## config.mk

```make
export PLATFORM = sky130hd
export DESIGN_NAME = systolic_tile_sequencer
export DESIGN_NICKNAME = d
export VERILOG_FILES = /design/src/rtl/systolic_pkg.sv /design/src/rtl/skew_window_gen.sv /design/src/rtl/systolic_tile_sequencer.sv
export SDC_FILE = /design/constraint.sdc
export NUM_CORES = 1
export LEC_CHECK = 0
export CAP_MARGIN = 30
export CORE_ASPECT_RATIO = 2
export CORE_UTILIZATION = 55
export DETAILED_ROUTE_END_ITERATION = 8
export HOLD_SLACK_MARGIN = 0.02
export PLACE_DENSITY = 0.79
export SYNTH_ARGS = -nofsm -noshare
export SYNTH_HDL_FRONTEND = slang
export SYNTH_SLANG_ARGS = --single-unit
export TNS_END_PERCENT = 20
```

## constraint.sdc

```tcl
create_clock -name clk -period 2.71 [get_ports clk]
set_input_delay 0.542 -clock clk [delete_from_list [all_inputs] [get_ports clk]]
set_output_delay 0.542 -clock clk [all_outputs]
set_load 0.005 [all_outputs]
```

## src/rtl/systolic_pkg.sv

```systemverilog
// Shared types and width helpers for the systolic tile sequencer.
package systolic_pkg;

  typedef enum logic [2:0] {
    StIdle,
    StClear,
    StCompute,
    StDrain,
    StDone
  } state_t;

  // Row-index width; a single-row array still needs one bit.
  function automatic int unsigned clog2_min1(input int unsigned v);
    return (v <= 2) ? 1 : $clog2(v);
  endfunction

  // Compute counter must reach K+N+M-2 without wrapping.
  function automatic int unsigned calc_cw(input int unsigned kw, input int unsigned n,
                                          input int unsigned m);
    return kw + $clog2(n + m) + 1;
  endfunction

endpackage

```

## src/rtl/skew_window_gen.sv

```systemverilog
// Per-lane feed window: lane l is enabled while l <= t < l+K.
module skew_window_gen #(
  parameter int unsigned LANES = 2,
  parameter int unsigned CW    = 8
) (
  input  logic [CW-1:0]    i_t,
  input  logic [CW-1:0]    i_k,
  input  logic             i_active,
  output logic [LANES-1:0] o_en
);

  // t < l wraps t-l to a value far above any K, so one compare covers both bounds.
  always_comb begin
    o_en = '0;
    for (int unsigned l = 0; l < LANES; l++) begin
      o_en[l] = i_active && ((i_t - CW'(l)) < i_k);
    end
  end

endmodule

```

## src/rtl/systolic_tile_sequencer.sv

```systemverilog
// Sequences one tile through the N x M systolic array: clear, skewed feed, drain, done.
module systolic_tile_sequencer
  import systolic_pkg::*;
#(
  parameter  int unsigned N  = 2,
  parameter  int unsigned M  = 2,
  parameter  int unsigned KW = 8,
  localparam int unsigned CW = calc_cw(KW, N, M),
  localparam int unsigned RW = clog2_min1(N)
) (
  input  logic          clk,
  input  logic          rst,
  input  logic          i_start,
  input  logic [KW-1:0] i_k_len,
  input  logic          i_stall,
  input  logic          i_out_ready,
  output logic          o_busy,
  output logic          o_acc_clr,
  output logic [N-1:0]  o_a_row_en,
  output logic [M-1:0]  o_b_col_en,
  output logic          o_pe_en,
  output logic          o_out_valid,
  output logic [RW-1:0] o_out_row,
  output logic          o_done
);

  state_t        r_state;
  logic [CW-1:0] r_t;
  logic [KW-1:0] r_k;
  logic [RW-1:0] r_row;

  logic [CW-1:0] w_k_ext;
  logic [CW-1:0] w_t_last;
  logic          w_feed;

  assign w_k_ext  = CW'(r_k);
  // K >= 1 in COMPUTE, so K+N+M-3 never goes negative despite the subtraction.
  assign w_t_last = w_k_ext + CW'(N + M) - CW'(3);
  assign w_feed   = (r_state == StCompute) && !i_stall;

  always_ff @(posedge clk) begin
    if (rst) begin
      r_state <= StIdle;
      r_t     <= '0;
      r_k     <= '0;
      r_row   <= '0;
    end else begin
      unique case (r_state)
        StIdle: begin
          if (i_start) begin
            if (i_k_len != '0) begin
              r_k     <= i_k_len;
              r_state <= StClear;
            end else begin
              r_state <= StDone;
            end
          end
        end
        StClear: begin
          r_t     <= '0;
          r_state <= StCompute;
        end
        StCompute: begin
          if (!i_stall) begin
            r_t <= r_t + CW'(1);
            if (r_t == w_t_last) begin
              r_row   <= '0;
              r_state <= StDrain;
            end
          end
        end
        StDrain: begin
          if (i_out_ready) begin
            if (r_row == RW'(N - 1)) begin
              r_state <= StDone;
            end else begin
              r_row <= r_row + RW'(1);
            end
          end
        end
        StDone:  r_state <= StIdle;
        default: r_state <= StIdle;
      endcase
    end
  end

  assign o_busy      = (r_state != StIdle);
  assign o_acc_clr   = (r_state == StClear);
  assign o_pe_en     = w_feed;
  assign o_out_valid = (r_state == StDrain);
  assign o_out_row   = (r_state == StDrain) ? r_row : '0;
  assign o_done      = (r_state == StDone);

  skew_window_gen #(
    .LANES(N),
    .CW   (CW)
  ) u_a_window (
    .i_t     (r_t),
    .i_k     (w_k_ext),
    .i_active(w_feed),
    .o_en    (o_a_row_en)
  );

  skew_window_gen #(
    .LANES(M),
    .CW   (CW)
  ) u_b_window (
    .i_t     (r_t),
    .i_k     (w_k_ext),
    .i_active(w_feed),
    .o_en    (o_b_col_en)
  );

endmodule

```

==> changes_impl.md <==
### Implementation results

* Met2 GRT Util at 0.499
* P_leak at 1.04 nW
* PnR Total Power at 1.06 mW
* Violated checks: setup timing
* Synth top cells by count: nor2_1, dfxtp_1, ha_1
* Worst EP required at 2170 ps
* Met3 routed WL at 60 um
* Drt pass-1 iters at 4
* PD cells at 433 mW/mm2
* Vias in the first global route at 1771
* Top cell by count, worst path: a21oi_2
* Grt met3 use at 0.0125
* Max_slew headroom at 0.663
* Area leader, netlist: dfxtp_1
* # clock sinks at 23
* Die ar. at 0.00385 mm2
* Worst Hold Launch: r_k[7]
* Post-Syn Area at 0.00198 mm2
* Arrival time at the worst endpoint at 2330 ps
* Power Combinational at 0.452 mW
* CTS tree: built
* Hold Path Class: reg -> reg
* Setup Buffers After CTS at 0
* NetSw at 0.373 mW
* Via count at 1815
* PostCTS Resize Cnt at 13
* Most frequent logic cell in the layout: nor2_1
* CP Launch Type: register
* Top power group: combinational cells
* Worst Setup SP: r_t[1]
* PnR worst setup slack at -159 ps
* Number of diodes at 0
* Cycle use final at 1.06
* Crit-path cells: inv_2 -> ha_4 -> inv_1 -> ha_1 -> nor2b_1 -> o21a_1 -> o21ai_2 -> a21oi_2 -> or3_1 -> a21oi_2 -> buf_2
* Register share after synthesis at 0.233
* Root buffer cell: clkbuf_8
* Fin. Hold Viols at 0
* ANT nets after route at 0
* Metal-1 WL at 1680 um
* WL/cell at 14.3 um
* #FFs+latches synth at 23
* Initial antenna violation count at 0
* Row Count at 30
* Placed inst area at 0.00238 mm2
* Worst Setup End Kind: output pin
* Post-Syn Instances at 242
* Slowest cell on crit path: dfxtp_2
* Clock network fraction of total power at 0.207
* DRT iter0 DRCs at 20
* Top-count cell post-synth: nor2_1
* First-pass GRT wire length at 7620 um
* Yosys Instances at 242
* GPL Wtd Cong at 0.883
* Clock buffer depth at 2
* Top area contributor share at 0.233
* FF-to-FF End: r_row
* Final Setup Violations at 2
* Most used routing layer: met2
* Syn_area_per_cell at 8.16 um2
* Worst path max stage delay at 340 ps
* Crit Path Class: reg -> out
* Via-to-Cell Ratio at 5.52
* Achievable clock frequency at 0.349 GHz
* Top routing layer in use: met4
* Gr ovfl total at 0
* Final hold slack at 569 ps
* Min Tclk post-route at 2870 ps
* P&R area growth vs syn at 23.8%
* Largest fanout on the critical path at 2
* Synth warnings at 0
* Die X-Extent at 44.4 um
* Status: finished, violations left
* Reg2Reg Depth at 7
* Synthesized Nets at 274
* Die y size at 86.8 um
* Worst path bufs/invs at 3
* DP HPWL at 3830 um
* Final net count at 314
kinds of logic (layout without fill, tap and decap cells):
kind of cell,Yosys count,in the layout,synth area share
and+or+nand+nor,101,101,0.284
buffers and inverters,32,71,0.0861
AOI/OAI and AO/OA,31,31,0.111
xor gates and xnor gates,27,27,0.120
DFF,23,23,0.233
adders and majority gates,19,19,0.120
muxes,9,9,0.0456
cell type report:
cell class                      count  area (um2)
Clock inverter                      1        5.00
Tap cell                           48        60.1
Inverter                           16        60.1
Fill cell                         271         970
Sequential cell                    23         463
Timing Repair Buffer               51         438
Clock buffer                        3        41.3
Multi-Input combinational cell    187        1380
worst register-to-register path, stage by stage, from the launching register on:
cell	delay, ps
dfxtp_1	400
buf_4	170
ha_1	350
nand3_1	120
a221o_1	380
a2111oi_4	380
nand3_1	120
nor3b_2	160
### Cell outlines without signal wires

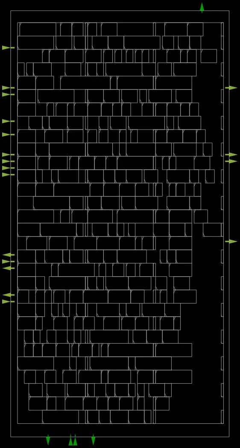
CORE AREA: 0.00342 mm2
Finished Layout Cells: 329

### Clock distribution

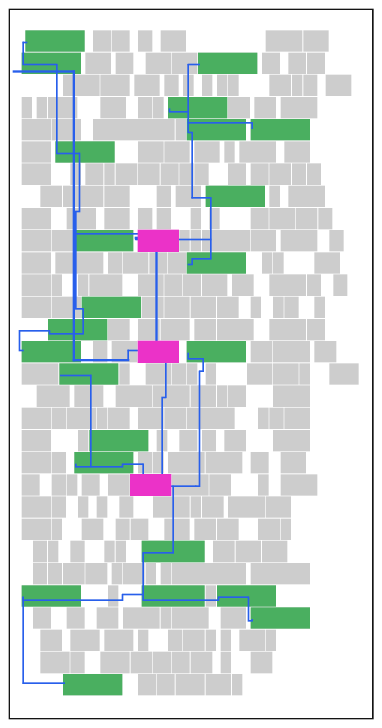
[clock wires] blue | length: 325 um
[clock-net drivers] magenta | count: 3
[flip-flops] green | count: 23
routed clock nets: 4

### Register map, names as in the netlist

Other sequential cells in the stronger grey, the rest of the logic in the fainter grey.
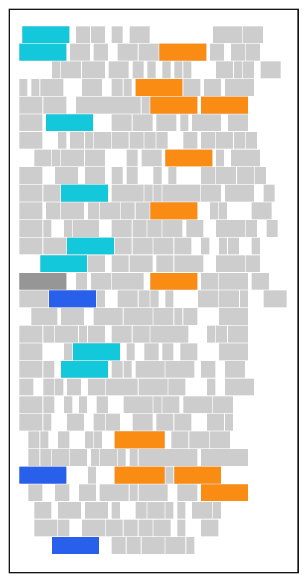
[`r_t`] orange | placed flops: 11
[`r_k`] cyan | placed flops: 8
[`r_state`] blue | placed flops: 3
seq pwr: 0.389 mW
Seq area share: 0.189
register area: 463 um2

Power figures rest on the tool's default switching activity, not on a simulated workload.
